## src/rtl/ccff_chain_loader.sv

```systemverilog
// ccff_chain_loader: serializes a word stream onto the fabric config chain, or runs a marker chain test.
module ccff_chain_loader #(
  parameter int BITSTREAM_SIZE = 29647,
  parameter int DATA_WIDTH     = 32,
  parameter int CNT_WIDTH      = 16
) (
  input  logic                  prog_clk,
  input  logic                  prog_reset,
  input  logic                  start,
  input  logic                  chain_test,
  input  logic [DATA_WIDTH-1:0] s_data,
  input  logic                  s_valid,
  output logic                  s_ready,
  output logic                  ccff_head,
  output logic                  ccff_shift_en,
  input  logic                  ccff_tail,
  output logic                  busy,
  output logic                  done,
  output logic                  error,
  output logic [CNT_WIDTH-1:0]  bit_count
);
  typedef enum logic [2:0] {S_IDLE, S_LOAD, S_TEST, S_CHECK, S_DONE} state_t;
  localparam int SW = $clog2(DATA_WIDTH + 1);
  localparam logic [CNT_WIDTH-1:0] L_N  = CNT_WIDTH'(BITSTREAM_SIZE);
  localparam logic [CNT_WIDTH-1:0] L_N1 = CNT_WIDTH'(BITSTREAM_SIZE - 1);
  localparam logic [CNT_WIDTH-1:0] L_T  = CNT_WIDTH'(BITSTREAM_SIZE + 4);
  localparam logic [CNT_WIDTH-1:0] L_W  = CNT_WIDTH'((BITSTREAM_SIZE + DATA_WIDTH - 1) / DATA_WIDTH);
  state_t                r_state, w_next;
  logic [DATA_WIDTH-1:0] r_sreg, r_buf;
  logic                  r_buf_full, r_head, r_shift_en, r_error;
  logic [SW-1:0]         r_sbits;
  logic [CNT_WIDTH-1:0]  r_words, r_count, w_issued;
  logic                  w_start, w_load, w_go, w_bit, w_accept, w_from_buf, w_bad;
  assign w_load     = r_state == S_LOAD;
  assign w_start    = start & (r_state == S_IDLE | r_state == S_DONE);
  assign s_ready    = w_load & !r_buf_full & (r_words < L_W);
  assign w_accept   = s_valid & s_ready;
  assign w_issued   = r_count + CNT_WIDTH'(r_shift_en);
  assign w_from_buf = r_sbits == '0;
  // Shifts already issued include the one in flight, so the total is exact without a lookahead.
  assign w_go  = (w_load & (w_issued < L_N) & (!w_from_buf | r_buf_full)) |
                 (r_state == S_TEST & (w_issued < L_T));
  assign w_bit = r_state == S_TEST ? w_issued == '0
               : (w_from_buf ? r_buf[DATA_WIDTH-1] : r_sreg[DATA_WIDTH-1]);
  assign w_bad = (r_state == S_TEST | r_state == S_CHECK) & (r_count >= L_N1) & (r_count <= L_T) &
                 (ccff_tail != (r_count == L_N));
  always_ff @(posedge prog_clk or posedge prog_reset)
    if (prog_reset) r_state <= S_IDLE;
    else            r_state <= w_next;
  always_comb begin
    w_next = r_state;
    case (r_state)
      S_IDLE, S_DONE: w_next = w_start ? (chain_test ? S_TEST : S_LOAD) : r_state;
      S_LOAD:         w_next = (r_shift_en & w_issued == L_N) ? S_DONE : S_LOAD;
      S_TEST:         w_next = w_issued == L_T ? S_CHECK : S_TEST;
      S_CHECK:        w_next = S_DONE;
      default:        w_next = S_IDLE;
    endcase
  end
  always_ff @(posedge prog_clk or posedge prog_reset) begin
    if (prog_reset) begin
      r_sreg     <= '0;
      r_buf      <= '0;
      r_buf_full <= 1'b0;
      r_sbits    <= '0;
      r_words    <= '0;
      r_count    <= '0;
      r_head     <= 1'b0;
      r_shift_en <= 1'b0;
      r_error    <= 1'b0;
    end else begin
      r_shift_en <= w_go;
      r_head     <= w_go & w_bit;
      if (w_start) begin
        r_count    <= '0;
        r_error    <= 1'b0;
        r_words    <= '0;
        r_buf_full <= 1'b0;
        r_sbits    <= '0;
      end else begin
        r_count <= w_issued;
        r_error <= r_error | w_bad;
        if (w_accept) begin
          r_buf      <= s_data;
          r_buf_full <= 1'b1;
          r_words    <= r_words + CNT_WIDTH'(1);
        end else if (w_load & w_go & w_from_buf) r_buf_full <= 1'b0;
        if (w_load & w_go) begin
          r_sreg  <= (w_from_buf ? r_buf : r_sreg) << 1;
          r_sbits <= w_from_buf ? SW'(DATA_WIDTH - 1) : r_sbits - SW'(1);
        end
      end
    end
  end
  assign ccff_head     = r_head;
  assign ccff_shift_en = r_shift_en;
  assign busy          = r_state == S_LOAD | r_state == S_TEST | r_state == S_CHECK;
  assign done          = r_state == S_DONE;
  assign error         = r_error;
  assign bit_count     = r_count;
endmodule

```

## config.mk

```make
export PLATFORM = sky130hd
export DESIGN_NAME = ccff_chain_loader
export DESIGN_NICKNAME = d
export VERILOG_FILES = /design/src/rtl/ccff_chain_loader.sv
export SDC_FILE = /design/constraint.sdc
export NUM_CORES = 1
export LEC_CHECK = 0
export ABC_AREA = 1
export CAP_MARGIN = 20
export CORE_MARGIN = 5
export CORE_UTILIZATION = 64
export DETAILED_ROUTE_END_ITERATION = 10
export DONT_BUFFER_PORTS = 1
export GPL_ROUTABILITY_DRIVEN = 0
export HOLD_SLACK_MARGIN = 0.03
export PLACE_DENSITY_LB_ADDON = 0.25
export SLEW_MARGIN = 20
export SYNTH_ARGS = -nofsm -noshare
export SYNTH_HDL_FRONTEND = slang
export SYNTH_SLANG_ARGS = --single-unit
export TNS_END_PERCENT = 5
```

## constraint.sdc

```tcl
create_clock -name prog_clk -period 4 [get_ports prog_clk]
set_input_delay 0.6 -clock prog_clk [delete_from_list [all_inputs] [get_ports prog_clk]]
set_output_delay 0.6 -clock prog_clk [all_outputs]
set_load 0.1 [all_outputs]
```

**Placed cells, one color a class**

Bar = 20 µm. Fill, decap, tap and diode cells in gray.
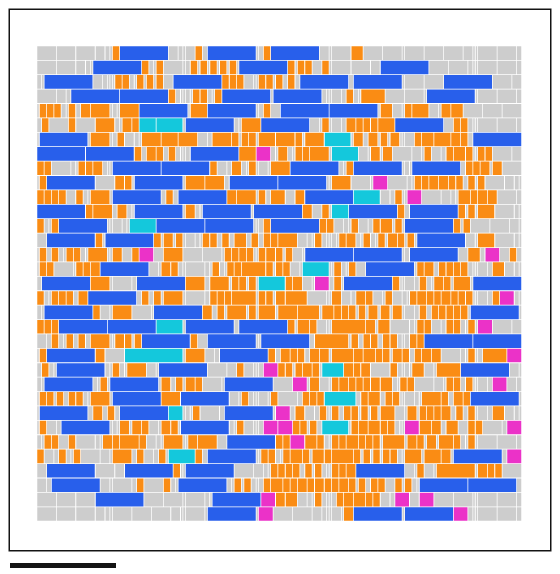
Orange shows combinational and other logic, cells 531. Magenta shows remaining buffers and delay cells, cells 24. Blue shows sequential cells, cells 108. Cyan shows clock drivers and dummy loads, cells 16.

**Where the registers sit**

Bar = 20 µm.
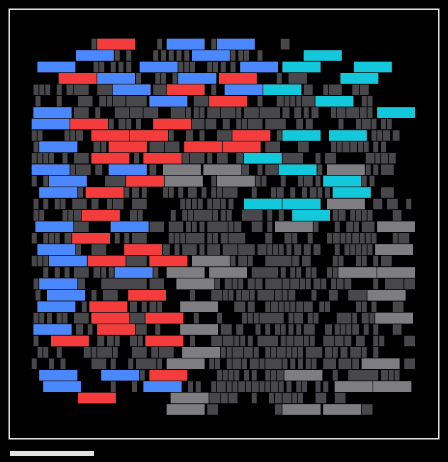
Cyan shows `r_words`, placed flops 16. Red shows `r_sreg`, placed flops 31. Blue shows `r_buf`, placed flops 32.
Another 29 sequential cells are not colored.

==> flow_summary_export.csv <==
group,metric,value,unit
sta,finalCritPeriodShare,72.4,%
cts,ctsHoldBuffers,0,
cts,worstSkewPairLatency,0.37,ns
flow_run,log.warning_count,28,
global_routing,maximum_number_of_pins_on_one_net_before_global_route_repair,70,
cells_and_area,multiInputGateArea,0.00235,mm²
cells_and_area,n_antenna_cell,0,
cts,tritoncts,"yes",
critical_path,cp.required,4.31,ns
synthesis,ys_seq_share,49.9,%
global_routing,grt_first_pass_wirelength,18.5,mm
status,run_status,"finished, final reports clean",
synthesis,ys_ff,108,
sta,final_max_slew_viol_count,0,
pwr,post-layout-total-power,4.00,mW
global_routing,grt_pass1_vias,4142,
floorplan,placeable_core_area,0.00822,mm²
sta,final.hold.worst_slack,0.107,ns
synthesis,fp_nets,702,
cts,total_cts_buffers,9,
sta,maxClockFrequency,345,MHz
sta,slew_headroom,29.1,%
synthesis,netlist_instances,659,
cells_and_area,design.final.nets,717,
route,route.detailed.wl_per_inst,13.5,µm
pwr,power.density,685,mW/mm²
sta,final_setup_violation_count,0,
critical_path,critPathArrivalTime,3.21,ns
sta,setup_total_negative_slack,0,ns
cells_and_area,flop_area,0.00270,mm²
pwr,vdd_drop_max,396,µV
cts,root_buffer_master,"clkbuf_8",
critical_path,r2r_start,"ccff_shift_en",
critical_path,biggest_fanout_along_the_worst_timing_path,69,
synthesis,number_of_standard_cells_reported_by_yosys,659,
route,drc,0,
global_routing,grt-ovfl-total,0,
floorplan,floorplanUtilization,65.9,%
global_routing,gr-usage-all-layers,21.9,%
synthesis,ys_area,0.00541,mm²
synthesis,mappedNetlistArea,0.00541,mm²
floorplan,die_h,102,µm
synthesis,ys.warnings.count,0,
route,drt_pass_1_iters,5,
cells_and_area,post_route_cells_drive_above_1_share,11.2,%
critical_path,critPathCaptureType,"register",
placed_design,detailed_place_hpwl,7.46,mm
sta,skew_final,0.0137,ns
placed_design,numPortBuffers,0,
critical_path,timing.rr.end,"r_sbits[2]",
**Routed metal, one color a layer**

Bar = 20 µm. Two of the layers only.
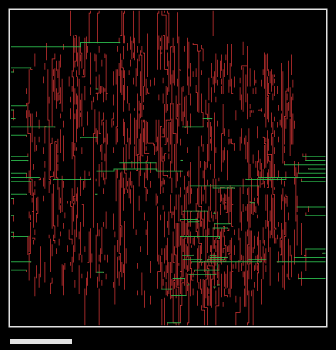
Red shows metal 2, wire length 5050 µm. Green shows metal 3, wire length 486 µm.

**Local utilization**

10 x 10 tiles, from black (low) to pale yellow (high), 0 to 100% covered.
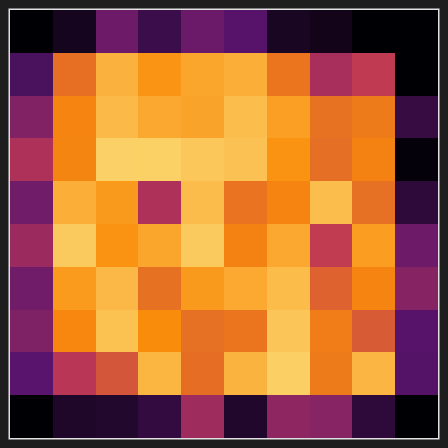
The fullest tile reaches 90%. 7.0% of the tiles are nearly empty. The densest ninth of the die: center.

-- per-stage QoR --
step | cells | setup slack [ns] | instance area, µm² | util, %
final | 784 | 1.10 | 5850 | 71.1
after global routing | 784 | 0.762 | 5850 | 71.1
after CTS | 784 | 1.11 | 5850 | 71.1
after detailed placement | 768 | 1.11 | 5630 | 68.5
after global placement | 768 | 1.19 | 5630 | 68.5
after floorplan | 659 | 0.554 | 5410 | -
-- report_power, final --
group / total, mW / internal, mW / switching, mW / leakage, nW
sequential: 1.71 / 1.45 / 0.252 / 1.43
combinational: 1.58 / 0.518 / 1.06 / 1.41
clock: 0.720 / 0.320 / 0.400 / 0.108
total: 4.00 / 2.29 / 1.71 / 2.95
-- final cells by class --
cell class,instances,area share (%)
clock buffer,10,2.35
clock inverter,6,1.41
inverter,68,4.41
multi-input combinational,463,40.3
sequential,108,46.2
tap,105,2.25
timing repair buffer,24,3.08
-- worst min path at each step --
stage	startpoint	end	slack [ns]	cells after the start
final	prog_reset	r_buf[29]	0.11	1
after global placement	r_buf[24]	r_buf[24]	0.46	2
after floorplan	r_buf[10]	r_buf[10]	0.45	2
after detailed placement	r_buf[24]	r_buf[24]	0.47	2
after CTS	prog_reset	r_buf[31]	0.11	1
after global routing	prog_reset	r_buf[28]	0.14	1
-- flip-flops by register name, indices dropped and copies added (netlist names) --
name,flops
r_sbits,6
r_words,16
r_buf_full,1
r_buf,32
error,1
ccff_head,1
ccff_shift_en,1
r_sreg,31
r_state,3
bit_count,16
-- routing by layer --
layer | track usage [%] | up-vias | part of all wire, %
met2 | 36.9 | 96 | 48
li1 | - | 2118 | -
met4 | 8.27 | 0 | 1.9
met3 | 2.94 | 17 | 4.6
met1 | 29.1 | 2003 | 46
met5 | 0 | - | 0
-- critical path, stage by stage, from the launching register on --
cell and delay, ns:
dfrtp_1 0.34, buf_4 0.31, ha_1 0.22, nand2_2 0.11, nor2_8 0.17, nand2_2 0.10
inv_2 0.07, nand3_1 0.07, nand2_1 0.16, nor2_1 0.07, nand3_1 0.07, nand2_1 0.06
inv_2 0.08, nand3_4 0.51, inv_2 0.31, nand2_1 0.09, nand2_1 0.07
-- cell usage after synthesis, drive strengths merged --
cell | instances | area (µm²)
clkinv | 2 | 7.51
o2111ai | 2 | 17.5
nand2 | 230 | 878
o211ai | 1 | 7.51
o22ai | 2 | 12.5
nand4 | 12 | 75.1
xor2 | 6 | 52.6
or2 | 1 | 6.26
buf | 11 | 80.1
o31ai | 1 | 7.51
ha | 5 | 62.6
nand3 | 36 | 240
clkbuf | 9 | 33.8
nor3 | 10 | 50.1
nor4 | 1 | 6.26
inv | 66 | 248
a21oi | 6 | 30.0
mux2i | 31 | 310
nor2 | 67 | 305
o21bai | 1 | 7.51
dfrtp | 108 | 2700
o21ai | 49 | 260
and2 | 2 | 12.5
-- cells by family (layout without fill, tap and decap cells) --
group | count (synthesis) | in the layout | synth area share [%]
AOI/OAI and AO/OA | 62 | 62 | 6.33
buffers and inverters | 88 | 108 | 6.82
adders and majority gates | 5 | 5 | 1.16
DFF | 108 | 108 | 49.9
and+or+nand+nor | 359 | 359 | 29.1
muxes | 31 | 31 | 5.73
xor gates and xnor gates | 6 | 6 | 0.971
No activity file was given, so power comes from the tool's default toggle rates.
